`src/rtl/prio_enc_pipe_if.sv`:
```
// prio_enc_pipe_if: sample-in / result-out handshake bundle for prio_enc_pipe.
interface prio_enc_pipe_if #(
   parameter int CODE_W = 2,
   parameter int CNT_W  = 16
);
   logic              in_valid, in_ready, out_valid, out_ready, out_none;
   logic [CODE_W-1:0] ch0, ch1, ch2, ch3;
   logic [1:0]        out_index;
   logic [CNT_W-1:0]  match_count;
   modport master (
      output in_valid, ch0, ch1, ch2, ch3, out_ready,
      input  in_ready, out_valid, out_index, out_none, match_count
   );
   modport slave (
      input  in_valid, ch0, ch1, ch2, ch3, out_ready,
      output in_ready, out_valid, out_index, out_none, match_count
   );
endinterface

```
`src/rtl/prio_enc_pipe.sv`:
```
// prio_enc_pipe: two-stage handshaked priority encoder with saturating match counter.
// Define ROUND_ROBIN_EN to rotate priority so the last winner drops to lowest priority.
module prio_enc_pipe #(
   parameter int         CODE_W     = 2,
   parameter int         MATCH_VAL  = 1,
   parameter logic [1:0] NONE_INDEX = 2'd0,
   parameter int         CNT_W      = 16
) (
   input logic            clk_in,
   input logic            rst_n_in,
   prio_enc_pipe_if.slave bus
);
   logic             adv2, load2, found;
   logic             s1_valid_d, s1_valid_q;
   logic [3:0]       match_d, match_q;
   logic             out_valid_d, out_valid_q;
   logic [1:0]       out_index_d, out_index_q;
   logic             out_none_d, out_none_q;
   logic [CNT_W-1:0] match_count_d, match_count_q;
   logic [1:0]       base, idx, win;
`ifdef ROUND_ROBIN_EN
   logic [1:0]       ptr_d, ptr_q;
   assign base  = ptr_q;
   assign ptr_d = (load2 && found) ? win : ptr_q;
`else
   assign base = 2'd0;
`endif
   assign adv2            = !out_valid_q || bus.out_ready;
   assign load2           = adv2 && s1_valid_q;
   assign bus.in_ready    = !s1_valid_q || adv2;
   assign bus.out_valid   = out_valid_q;
   assign bus.out_index   = out_index_q;
   assign bus.out_none    = out_none_q;
   assign bus.match_count = match_count_q;
   always_comb begin
      s1_valid_d = bus.in_ready ? bus.in_valid : s1_valid_q;
      match_d    = (bus.in_ready && bus.in_valid) ?
                   {bus.ch3 == CODE_W'(MATCH_VAL), bus.ch2 == CODE_W'(MATCH_VAL),
                    bus.ch1 == CODE_W'(MATCH_VAL), bus.ch0 == CODE_W'(MATCH_VAL)} : match_q;
      found = 1'b0;
      win   = NONE_INDEX;
      idx   = base;
      // search base-1, base-2, base-3, base; base=0 gives 3,2,1,0
      for (int o = 1; o <= 4; o++) begin
         idx = base - 2'(o);
         if (!found && match_q[idx]) begin
            found = 1'b1;
            win   = idx;
         end
      end
      out_valid_d   = adv2 ? s1_valid_q : out_valid_q;
      out_index_d   = load2 ? win : out_index_q;
      out_none_d    = load2 ? !found : out_none_q;
      match_count_d = (out_valid_q && bus.out_ready && !out_none_q && match_count_q != '1) ?
                      match_count_q + CNT_W'(1) : match_count_q;
   end
   always_ff @(posedge clk_in) begin
      if (!rst_n_in) begin
         s1_valid_q    <= 1'b0;
         match_q       <= '0;
         out_valid_q   <= 1'b0;
         out_index_q   <= 2'd0;
         out_none_q    <= 1'b0;
         match_count_q <= '0;
`ifdef ROUND_ROBIN_EN
         ptr_q         <= 2'd0;
`endif
      end else begin
         s1_valid_q    <= s1_valid_d;
         match_q       <= match_d;
         out_valid_q   <= out_valid_d;
         out_index_q   <= out_index_d;
         out_none_q    <= out_none_d;
         match_count_q <= match_count_d;
`ifdef ROUND_ROBIN_EN
         ptr_q         <= ptr_d;
`endif
      end
   end
endmodule

```
`src/flat_wrapper.sv`:
```
// flat-port wrapper written by rule: the top's interface ports become plain ports
module prio_enc_pipe_flat 
#(
   parameter int         CODE_W     = 2,
   parameter int         MATCH_VAL  = 1,
   parameter logic [1:0] NONE_INDEX = 2'd0,
   parameter int         CNT_W      = 16
)
  (clk_in, rst_n_in, bus_in_valid, bus_ch0, bus_ch1, bus_ch2, bus_ch3, bus_out_ready, bus_in_ready, bus_out_valid, bus_out_index, bus_out_none, bus_match_count);
  prio_enc_pipe_if #(.CODE_W(CODE_W), .CNT_W(CNT_W)) bus_i ();
  input logic clk_in;
  input logic rst_n_in;
  input wire logic [$bits(bus_i.in_valid)-1:0] bus_in_valid;
  input wire logic [$bits(bus_i.ch0)-1:0] bus_ch0;
  input wire logic [$bits(bus_i.ch1)-1:0] bus_ch1;
  input wire logic [$bits(bus_i.ch2)-1:0] bus_ch2;
  input wire logic [$bits(bus_i.ch3)-1:0] bus_ch3;
  input wire logic [$bits(bus_i.out_ready)-1:0] bus_out_ready;
  output wire logic [$bits(bus_i.in_ready)-1:0] bus_in_ready;
  output wire logic [$bits(bus_i.out_valid)-1:0] bus_out_valid;
  output wire logic [$bits(bus_i.out_index)-1:0] bus_out_index;
  output wire logic [$bits(bus_i.out_none)-1:0] bus_out_none;
  output wire logic [$bits(bus_i.match_count)-1:0] bus_match_count;
  assign bus_i.in_valid = bus_in_valid;
  assign bus_i.ch0 = bus_ch0;
  assign bus_i.ch1 = bus_ch1;
  assign bus_i.ch2 = bus_ch2;
  assign bus_i.ch3 = bus_ch3;
  assign bus_i.out_ready = bus_out_ready;
  assign bus_in_ready = bus_i.in_ready;
  assign bus_out_valid = bus_i.out_valid;
  assign bus_out_index = bus_i.out_index;
  assign bus_out_none = bus_i.out_none;
  assign bus_match_count = bus_i.match_count;
  prio_enc_pipe #(.CODE_W(CODE_W), .MATCH_VAL(MATCH_VAL), .NONE_INDEX(NONE_INDEX), .CNT_W(CNT_W)) u_core (.clk_in(clk_in), .rst_n_in(rst_n_in), .bus(bus_i));
endmodule
```
`config.mk`:
```
export PLATFORM = sky130hd
export DESIGN_NAME = prio_enc_pipe_flat
export DESIGN_NICKNAME = d
export VERILOG_FILES = /design/src/rtl/prio_enc_pipe_if.sv /design/src/rtl/prio_enc_pipe.sv /design/src/flat_wrapper.sv
export SDC_FILE = /design/constraint.sdc
export NUM_CORES = 1
export LEC_CHECK = 0
export CAP_MARGIN = 5
export CORE_ASPECT_RATIO = 1.1
export CORE_UTILIZATION = 48
export CTS_BUF_LIST = sky130_fd_sc_hd__clkbuf_16
export DETAILED_ROUTE_END_ITERATION = 8
export PLACE_DENSITY = 0.78
export SLEW_MARGIN = 20
export SYNTH_ARGS = -nofsm -noshare
export SYNTH_HDL_FRONTEND = slang
export SYNTH_SLANG_ARGS = --single-unit
```
`constraint.sdc`:
```
create_clock -name clk_in -period 1.7 [get_ports clk_in]
set_input_delay 0.34 -clock clk_in [delete_from_list [all_inputs] [get_ports clk_in]]
set_output_delay 0.34 -clock clk_in [all_outputs]
set_load 0.005 [all_outputs]
```
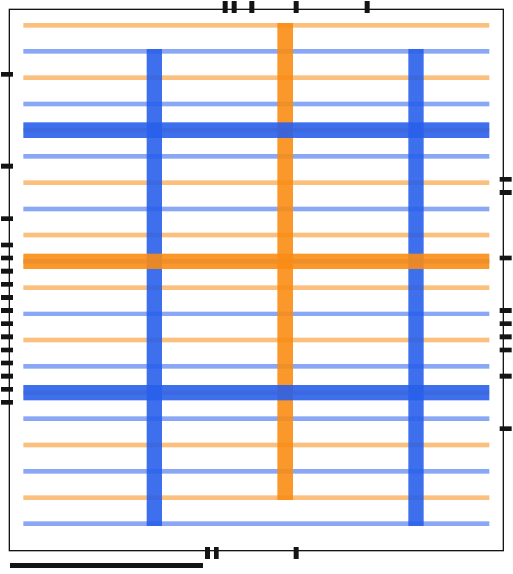
Fig. 1. Power grid.
Bar = 20 um. Pins as bars on the die edge.
legend:
  orange:
    net: VDD
  blue:
    net: VSS
signal pins: 33
met4 straps: 3
rows: 19
met1 rails: 20
Die Height: 56.0 um
Core Box Area: 2500 sq um
Worst VDD drop: 0.617 mV
Chip Width: 51.1 um

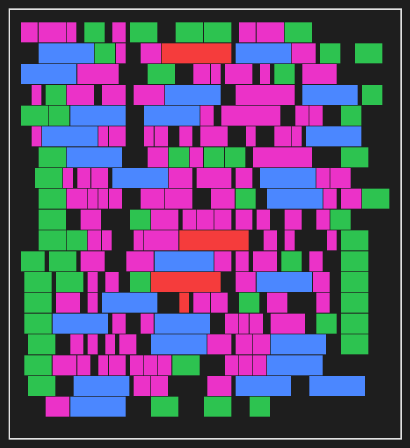
Fig. 2. Cells colored by class.
legend:
  magenta:
    class: all other logic
    cells: 113
    share_of_their_area: 42%
  green:
    class: other buffers and delay cells
    cells: 52
    share_of_their_area: 26%
  blue:
    class: flip-flops
    cells: 25
    share_of_their_area: 28%
  red:
    class: clock drivers and dummy loads
    cells: 4
    share_of_their_area: 4.3%

==> job_summary.md <==
## Implementation flow summary

| Metric | Value |
|---|---|
| Status | `complete, no violations` |
| Final hold viol count | `0` |
| Area Growth Syn to Fin | `45.7%` |
| Setup Fix Bufs, Post-CTS | `0` |
| CTS buffer count | `3` |
| Gpl congestion | `0.981` |
| Hold Path End | `u_core.match_q[1]` |
| Stages on worst setup path | `2` |
| Fmax | `roughly 0.62 GHz` |
| Tmin final | `about 1.6 ns` |
| Comb power frac | `8.1%` |
| Pwr dens | `between 600 and 700 nW/um^2` |
| Chip area | `between 2000 and 3000 sq um` |
| Seq pwr share | `~50%` |
| Worst-margin pin slew | `roughly 0.4 ns` |
| Post-synthesis compound-gate area fraction | `~14%` |
| First-pass GRT wire length | `5420 um` |
| Post-route clock skew | `approximately 0.0037 ns` |
| Cell area leaders | `dfxtp_1 (39%), a21oi_1 (5.9%), mux2i_1 (3.9%), nand2_1 (3.8%), nand4b_1 (3.4%)` |
| WHS Path Cells | `2` |
| Post-Route WL | `around 3200 um` |
| Pre-Place Util | `between 50% and 60%` |
| Layout cells sized above 1 | `between 15 and 20%` |
| Clock power frac | `between 40% and 50%` |
| Cells along the critical path | `buf_4 -> clkdlybuf4s50_1` |
| Hold/Removal Path Class | `reg -> reg` |
| Largest type area fraction | `about 40%` |
| Power consumption | `between 1000 and 1500 uW` |
| Cells after Synth | `~140` |
| Worst Path Class, Setup | `reg -> out` |
| DP Cell Count | `220` |
| Crit path from | `u_core.bus.match_count[10]` |
| Combinational power | `approximately 100 uW` |
| GRT Overall Usage | `around a quarter` |
| Maximum clock path buffer count | `2` |
==> layer usage <==
| metal | wire length, um | part of all wire, % | vias up | global-route usage [%] |
|---|---|---|---|---|
| met5 | 0 | 0 | - | 0 |
| met1 | 1310 | 41 | 604 | 26.8 |
| met2 | 1660 | 51 | 40 | 44.7 |
| met3 | 113 | 3.5 | 12 | 3.55 |
| li1 | - | - | 643 | - |
| met4 | 144 | 4.5 | 0 | 18.3 |
==> layout make-up <==
class / count / area [sq um]
Multi-Input combinational cell: 108 / 744
Fill cell: 198 / 644
Sequential cell: 25 / 502
Timing Repair Buffer: 52 / 469
Clock buffer: 3 / 75.1
Tap cell: 31 / 38.8
Inverter: 5 / 18.8
Clock inverter: 1 / 3.75
No activity file was given, so power comes from the tool's default toggle rates.
